run_1/met1.png
Bar = 20 um.
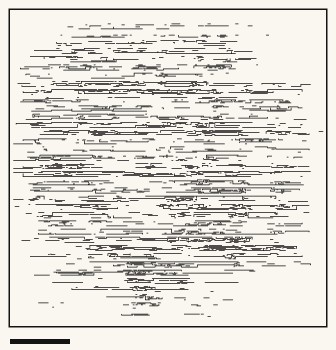
run_1/port_nets.png
Bar = 20 um.
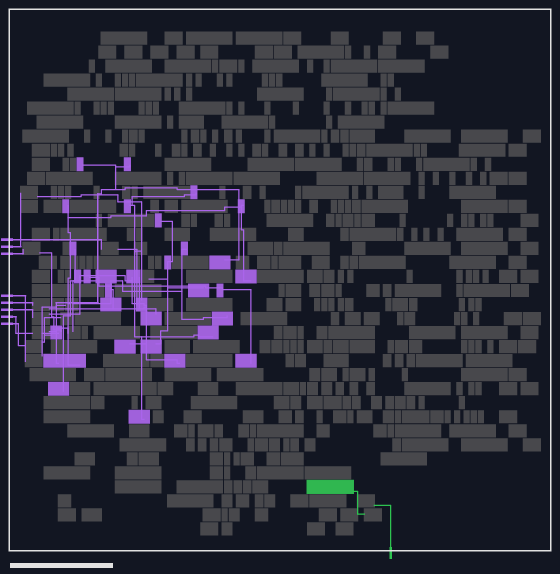
run_1/met2.png
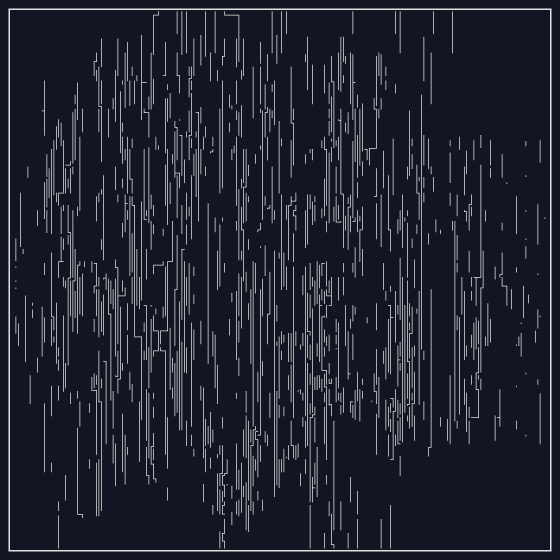
[config.mk]
export PLATFORM = sky130hd
export DESIGN_NAME = imem_loader
export DESIGN_NICKNAME = d
export VERILOG_FILES = /design/src/rtl/imem_loader_pkg.sv /design/src/rtl/imem_loader_packer.sv /design/src/rtl/imem_loader.sv
export SDC_FILE = /design/constraint.sdc
export NUM_CORES = 1
export LEC_CHECK = 0
export ABC_CLOCK_PERIOD_IN_PS = 2600
export CORE_MARGIN = 1.5
export CORE_UTILIZATION = 45
export DETAILED_ROUTE_END_ITERATION = 8
export PLACE_DENSITY = 0.68
export SETUP_SLACK_MARGIN = 0.05
export SLEW_MARGIN = 20
export SYNTH_ARGS = -nofsm -noshare
export SYNTH_HDL_FRONTEND = slang
export SYNTH_SLANG_ARGS = --single-unit
[constraint.sdc]
create_clock -name clock -period 2.6 [get_ports clock]
set_input_delay 0.39 -clock clock [delete_from_list [all_inputs] [get_ports clock]]
set_output_delay 0.39 -clock clock [all_outputs]
set_load 0.02 [all_outputs]
[src/rtl/imem_loader_pkg.sv]
// Shared types and constants for the instruction-RAM boot loader.
// Optional feature macro: IMEM_LOADER_CHECKSUM_EN (adds the CHK state usage).
package imem_loader_pkg;

  typedef enum logic [2:0] {
    ST_IDLE   = 3'd0,
    ST_LEN_HI = 3'd1,
    ST_LEN_LO = 3'd2,
    ST_DATA   = 3'd3,
    ST_CHK    = 3'd4,
    ST_DONE   = 3'd5,
    ST_ERR    = 3'd6
  } loader_state_t;

  localparam int unsigned LEN_BYTES      = 2;
  localparam int unsigned BYTES_PER_WORD = 4;
  localparam int unsigned LEN_W          = 8 * LEN_BYTES;

  // States in which the loader is consuming the byte stream.
  function automatic logic is_busy(input loader_state_t s);
    return (s == ST_LEN_HI) || (s == ST_LEN_LO) || (s == ST_DATA) || (s == ST_CHK);
  endfunction

endpackage

[src/rtl/imem_loader_packer.sv]
// byte_packer: packs a byte stream into 32-bit big-endian words.
// Ports:
//   clock, reset_n   clock and asynchronous active-low reset
//   clear            drop any partial word (index back to byte 0)
//   byte_en, byte_in accepted stream byte
//   word, word_valid completed word (held) and its one-cycle strobe
//   last_byte_c      combinational: the current byte completes a word
module byte_packer
  import imem_loader_pkg::*;
(
  input  logic        clock,
  input  logic        reset_n,
  input  logic        clear,
  input  logic        byte_en,
  input  logic [7:0]  byte_in,
  output logic [31:0] word,
  output logic        word_valid,
  output logic        last_byte_c
);

  localparam logic [1:0] LAST_IDX = 2'(BYTES_PER_WORD - 1);

  logic [1:0]  r_idx;
  logic [31:0] r_shift;
  logic [31:0] r_word;
  logic        r_word_valid;

  assign last_byte_c = byte_en && (r_idx == LAST_IDX);
  assign word        = r_word;
  assign word_valid  = r_word_valid;

  // First byte ends up in [31:24] after four left shifts.
  always_ff @(posedge clock or negedge reset_n) begin
    if (!reset_n) begin
      r_idx        <= '0;
      r_shift      <= '0;
      r_word       <= '0;
      r_word_valid <= 1'b0;
    end else begin
      r_word_valid <= 1'b0;
      if (clear) begin
        r_idx   <= '0;
        r_shift <= '0;
      end else if (byte_en) begin
        if (r_idx == LAST_IDX) begin
          r_word       <= {r_shift[23:0], byte_in};
          r_word_valid <= 1'b1;
          r_idx        <= '0;
          r_shift      <= '0;
        end else begin
          r_shift <= {r_shift[23:0], byte_in};
          r_idx   <= r_idx + 2'd1;
        end
      end
    end
  end

endmodule

[src/rtl/imem_loader.sv]
// imem_loader: boot-time writer for instruction RAM. Reads a 16-bit word
// count (MSB first) then N*4 bytes, writes big-endian words to addresses
// 0..N-1 and holds the CPU in reset until the image is complete.
// Optional macro IMEM_LOADER_CHECKSUM_EN: trailing XOR checksum byte (CHK).
// Ports:
//   clock, reset_n            clock, asynchronous active-low reset
//   start                     begin a load (IDLE, DONE or ERR only)
//   rx_data/rx_valid/rx_ready byte stream handshake
//   mem_we/mem_addr/mem_wdata instruction RAM write port
//   cpu_reset_n               CPU reset, high only once loaded
//   busy/done/error           status
//   word_count                words written in the current load
// ADDR_W must be below LEN_W (16) so MAX_WORDS fits the length field.
module imem_loader
  import imem_loader_pkg::*;
#(
  parameter int unsigned ADDR_W = 8
) (
  input  logic              clock,
  input  logic              reset_n,
  input  logic              start,
  input  logic [7:0]        rx_data,
  input  logic              rx_valid,
  output logic              rx_ready,
  output logic              mem_we,
  output logic [ADDR_W-1:0] mem_addr,
  output logic [31:0]       mem_wdata,
  output logic              cpu_reset_n,
  output logic              busy,
  output logic              done,
  output logic              error,
  output logic [ADDR_W:0]   word_count
);

  localparam int unsigned MAX_WORDS = 2 ** ADDR_W;
  localparam int unsigned CNT_W     = ADDR_W + 1;

`ifdef IMEM_LOADER_CHECKSUM_EN
  localparam loader_state_t ST_AFTER_DATA = ST_CHK;
`else
  localparam loader_state_t ST_AFTER_DATA = ST_DONE;
`endif

  loader_state_t     r_state;
  loader_state_t     w_next;
  logic [7:0]        r_len_hi;
  logic [LEN_W-1:0]  r_len;
  logic [CNT_W-1:0]  r_word_count;
  logic [ADDR_W-1:0] r_mem_addr;
  logic              r_busy;
  logic              r_done;
  logic              r_error;
  logic              r_cpu_reset_n;
`ifdef IMEM_LOADER_CHECKSUM_EN
  logic [7:0]        r_xor;
`endif

  logic             w_accept;
  logic             w_clear;
  logic             w_pack_en;
  logic             w_last_byte;
  logic             w_last_word;
  logic [LEN_W-1:0] w_len_full;
  logic [31:0]      w_word;
  logic             w_word_valid;

  assign w_accept    = rx_valid && r_busy;
  assign w_len_full  = {r_len_hi, rx_data};
  // True when the word being completed is the final one of the image.
  assign w_last_word = (LEN_W'(r_word_count) + LEN_W'(1)) == r_len;

  byte_packer u_packer (
    .clock       (clock),
    .reset_n     (reset_n),
    .clear       (w_clear),
    .byte_en     (w_pack_en),
    .byte_in     (rx_data),
    .word        (w_word),
    .word_valid  (w_word_valid),
    .last_byte_c (w_last_byte)
  );

  // Next-state and stream-control decode.
  always_comb begin
    w_next    = r_state;
    w_clear   = 1'b0;
    w_pack_en = 1'b0;
    case (r_state)
      ST_IDLE: begin
        if (start) begin
          w_next  = ST_LEN_HI;
          w_clear = 1'b1;
        end
      end
      ST_LEN_HI: begin
        if (w_accept) w_next = ST_LEN_LO;
      end
      ST_LEN_LO: begin
        if (w_accept) begin
          if (w_len_full == '0)                         w_next = ST_AFTER_DATA;
          else if (w_len_full > LEN_W'(MAX_WORDS))      w_next = ST_ERR;
          else                                          w_next = ST_DATA;
        end
      end
      ST_DATA: begin
        w_pack_en = w_accept;
        if (w_last_byte && w_last_word) w_next = ST_AFTER_DATA;
      end
`ifdef IMEM_LOADER_CHECKSUM_EN
      ST_CHK: begin
        if (w_accept) w_next = (rx_data == r_xor) ? ST_DONE : ST_ERR;
      end
`endif
      ST_DONE, ST_ERR: begin
        if (start) begin
          w_next  = ST_LEN_HI;
          w_clear = 1'b1;
        end
      end
      default: w_next = ST_IDLE;
    endcase
  end

  // State register and registered status/datapath.
  always_ff @(posedge clock or negedge reset_n) begin
    if (!reset_n) begin
      r_state       <= ST_IDLE;
      r_len_hi      <= '0;
      r_len         <= '0;
      r_word_count  <= '0;
      r_mem_addr    <= '0;
      r_busy        <= 1'b0;
      r_done        <= 1'b0;
      r_error       <= 1'b0;
      r_cpu_reset_n <= 1'b0;
`ifdef IMEM_LOADER_CHECKSUM_EN
      r_xor         <= '0;
`endif
    end else begin
      r_state <= w_next;
      r_busy  <= is_busy(w_next);
      // done/error follow state entry by one cycle and drop on the start edge.
      r_done        <= (r_state == ST_DONE) && (w_next == ST_DONE);
      r_cpu_reset_n <= (r_state == ST_DONE) && (w_next == ST_DONE);
      r_error       <= (r_state == ST_ERR)  && (w_next == ST_ERR);
      if (r_state == ST_LEN_HI && w_accept) r_len_hi <= rx_data;
      if (r_state == ST_LEN_LO && w_accept) r_len    <= w_len_full;
      if (w_clear) begin
        r_word_count <= '0;
      end else if (w_last_byte) begin
        r_word_count <= r_word_count + CNT_W'(1);
        r_mem_addr   <= r_word_count[ADDR_W-1:0];
      end
`ifdef IMEM_LOADER_CHECKSUM_EN
      if (w_clear)        r_xor <= '0;
      else if (w_pack_en) r_xor <= r_xor ^ rx_data;
`endif
    end
  end

  assign rx_ready    = r_busy;
  assign busy        = r_busy;
  assign done        = r_done;
  assign error       = r_error;
  assign cpu_reset_n = r_cpu_reset_n;
  assign mem_we      = w_word_valid;
  assign mem_addr    = r_mem_addr;
  assign mem_wdata   = w_word;
  assign word_count  = r_word_count;

endmodule

==> impl_metrics.json, run 1 <==
{
  "first_pass_iters": 4,
  "postLayoutCoreUtil": 0.568,
  "rr_endpoint": "busy",
  "die_h_um": 105,
  "htree_num_levels": 3,
  "layout_top_cells": "nand2_1, dfrtp_1, clkdlybuf4s50_1, a21oi_1, mux2_2",
  "worstHoldStart": "u_packer.r_shift[18]",
  "gp_congestion": 0.876,
  "status": "finished, final reports clean",
  "synth-adder-area-share": 0.00537,
  "power_frac_seq": 0.540,
  "fmax_ghz": 0.429,
  "switching_share": 0.327,
  "finalClockPeriodUsage": 0.897,
  "syn-cell-area_um2": 4660,
  "cts_made_buffers": 9,
  "finClkSkew_ns": 0.00708,
  "p_int_mw": 2.85,
  "grt_start_max_net_pins": 71,
  "post_cts_buffers": 0,
  "top_logic_kind": "simple AND/OR/NAND/NOR gates",
  "clock-root-buffer": "clkbuf_8",
  "cts.clk_slew.worst_paths_ns": 0.10,
  "leakagePower_nw": 2.58,
  "tool_warnings": 26,
  "synth-main-ff-cell": "dfrtp_1",
  "ys_sh_mux": 0.0580,
  "ys_ff": 106,
  "critPathLaunch": "word_count[1]",
  "yosysTopAreaCell": "dfrtp_1",
  "final.setup.worst_slack_ns": 0.269,
  "hold_ws_ns": 0.476,
  "yosysWarnings": 0,
  "power_mw": 4.23,
  "core_um2": 9910,
  "ys_seq_share": 0.570,
  "viasPerCell": 5.19,
  "ant_nets": 0,
  "power_density_nw_per_um2": 752
}
## Picture notes: met1.png
longest straight run: 49.2 um
main direction: horizontal
share of all routed wire: 49%
via count: 3564
routing usage on met1: 0.294

## Picture notes: port_nets.png
[purple] rx_data | direction: input | edge: west | end cells: 34 | wire: 714 um
[green] done | direction: output | edge: south | end cells: 1 | wire: 18.3 um
io pins: 67
I/O Buffers: 66

## Picture notes: met2.png
main direction: vertical
share of all routed wire: 46%
longest straight run: 49.3 um
nets with wire on the layer: 464
drt total wl: 10100 um
M2 GR Usage: 0.297

-- run 1: cells by family after synthesis --
family	count (synthesis)
and+or+nand+nor	244
DFF	106
AOI/OAI and AO/OA	65
buffers and inverters	35
muxes	24
xor gates and xnor gates	13
adders and majority gates	2
-- run 1: flip-flops by register name (all words and copies together), names as in the netlist --
| name | cells |
|---|---|
| r_len | 16 |
| u_packer.word | 32 |
| u_packer.r_shift | 24 |
| r_len_hi | 8 |
| mem_addr | 8 |
| error | 1 |
| u_packer.word_valid | 1 |
| cpu_reset_n | 1 |
| u_packer.r_idx | 2 |
| busy | 1 |
| word_count | 9 |
| r_state | 3 |
-- run 1: area by class of cell --
class / instances / area (um^2)
Tap cell: 133 / 166
Clock buffer: 10 / 128
Clock inverter: 5 / 40.0
Inverter: 3 / 11.3
Timing Repair Buffer: 82 / 793
Fill cell: 885 / 4280
Multi-Input combinational cell: 348 / 1840
Sequential cell: 106 / 2650
-- run 1: worst max-delay path, stage by stage, from the launching register on --
cell and delay [ns]:
dfrtp_1 0.53, ha_2 0.37, nor2_1 0.08, o32a_1 0.36, or4_1 0.56, o31ai_2 0.23
nor2_1 0.08
-- run 1: routing by layer --
layer  vias up  part of all wire  GRT usage
met5         -                 0          0
met4         0            0.0074     0.0597
met3         6             0.039     0.0312
met2        78              0.46      0.297
met1      1752              0.49      0.294
li1       1728                 -          -
-- run 1: power groups by stage --
stage,Clock [mW],Combinational [mW],Sequential (mW)
finish,0.899,1.05,2.29
CTS,0.922,1.06,2.28
global route,0.993,1.17,2.34
floorplan,0,0.810,2.21
detailed placement,0,1.05,2.32
global placement,0,1.01,2.30
-- run 1: repair_timing --
| action | CTS | global route |
|---|---|---|
| endpoints found under the setup margin | 0 | 1 |
| hold buffers | 1 | 0 |
| resized | 0 | 1 |
| endpoints found under the hold margin | 14 | 0 |
==> inputs of run 2 (changes only) <==
Settings changed: SETUP_SLACK_MARGIN 0.05 to 0.1, SLEW_MARGIN 20 to 25.
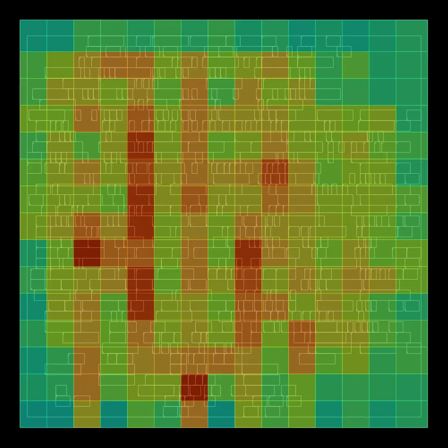
run_2/final_congestion.png
Core Util, Final: 0.568
GRT Total Usage: 0.197
GRT busiest layer: met2

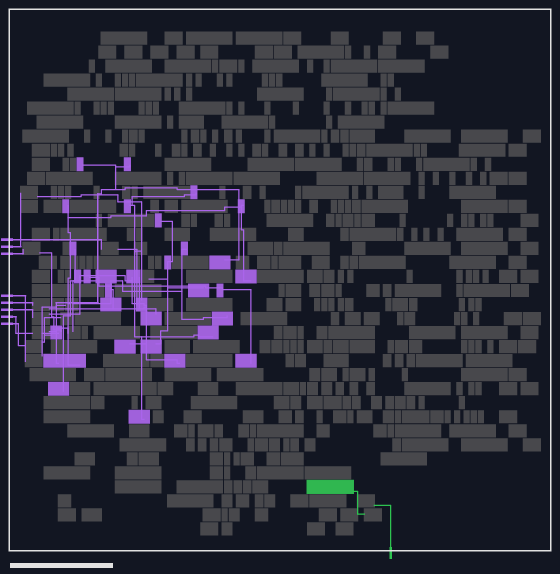
run_2/port_nets.png
Bar = 20 um.
[purple] rx_data | direction: input | edge: west | end cells: 34 | wire: 714 um
[green] done | direction: output | edge: south | end cells: 1 | wire: 18.3 um

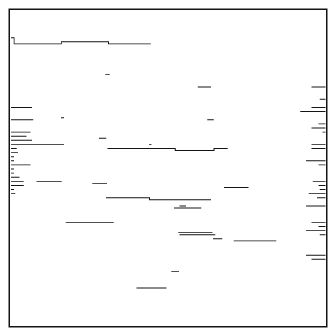
run_2/met3.png
wire length on this layer: 396 um
share of all routed wire: 3.9%
longest straight run: 22.3 um
nets with wire on the layer: 56
main direction: horizontal
GR Layer Usage met3: 0.0312

==> run 2 against run 1 <==
Compared with the run above: final cell count did not move; synthesized area unchanged; combinational power is essentially flat; highest routed layer unchanged; critical endpoint unchanged; first-iteration DRC count unchanged; clock-buffer cell count stayed put; largest power group unchanged.
==> impl_metrics.json, run 2 <==
{
  "power_density_nw_per_um2": 752,
  "gp_congestion": 0.876,
  "yosysTopAreaCell": "dfrtp_1",
  "ys_ff": 106,
  "ys_seq_share": 0.570,
  "grt_use_met1": 0.294,
  "worstPathCellList": "ha_2 -> nor2_1 -> o32a_1 -> or4_1 -> o31ai_2 -> nor2_1",
  "htree_num_levels": 3,
  "viasPerCell": 5.19,
  "leakagePower_nw": 2.58,
  "tool_warnings": 26,
  "io_buffers": 66,
  "crit_top_cell": "nor2_1",
  "dr_wl_met3_um": 395,
  "hold_ws_ns": 0.476,
  "power_mw": 4.23,
  "cp_slowest_stage_delay_ns": 0.56,
  "cp_num_buf_inv": 0,
  "status": "finished, final reports clean",
  "ant_nets": 0,
  "cp.depth": 6,
  "largest_reg_flops": 32,
  "slowest_stage": "or4_1",
  "layout_top_cells": "nand2_1, dfrtp_1, clkdlybuf4s50_1, a21oi_1, mux2_2",
  "rr_endpoint": "busy",
  "synth-main-ff-cell": "dfrtp_1",
  "critPathLaunch": "word_count[1]"
}
[run 2: cell counts after synthesis]
No cell type changed its count.
[run 2: cell type report]
cell class,count,area [um^2]
fillers,885,4280
flip-flops and latches,106,2650
multi-input cells,348,1840
repair buffers,82,793
well taps,133,166
clock buffers,10,128
clock inverters,5,40.0
inverters,3,11.3
[run 2: what timing repair did]
item,4_1_cts,5_1_grt
endpoints found under the setup margin,0,2
setup buffers,0,0
gates resized,0,1
endpoints found under the hold margin,14,0
hold buffers,1,0
[run 2: how the worst min path moves through the flow]
stage,from,slack (ns),to,cells past startpoint
after detailed placement,reset_n,0.39,r_len[12],1
after CTS,u_packer.r_shift[18],0.48,u_packer.word[26],2
after global placement,reset_n,0.39,r_len[12],1
after global routing,u_packer.r_shift[18],0.50,u_packer.word[26],2
final,u_packer.r_shift[18],0.48,u_packer.word[26],2
after floorplan,reset_n,0.09,busy,0
[run 2: logic make-up after synthesis]
logic type,after synthesis,synth area share
xor+xnor,13,0.0245
compound gates,65,0.0830
flops,106,0.570
mux,24,0.0580
simple gates,244,0.223
fa+ha+maj,2,0.00537
buf+inv,35,0.0360
[run 2: metrics by stage]
step | std cells | area, um^2 | setup slack [ns] | utilization
after floorplan | 489 | 4660 | 0.277 | -
after global placement | 671 | 5450 | 0.194 | 0.550
after detailed placement | 671 | 5450 | 0.189 | 0.550
after CTS | 687 | 5630 | 0.156 | 0.568
after global routing | 687 | 5630 | 0.144 | 0.568
final | 687 | 5630 | 0.269 | 0.568
[run 2: where the power goes]
group | internal [mW] | switching, mW | total [mW]
Clock | 0.349 | 0.551 | 0.899
Combinational | 0.525 | 0.521 | 1.05
Sequential | 1.98 | 0.311 | 2.29
Total | 2.85 | 1.38 | 4.23
Power is estimated from default activity; no workload was simulated.
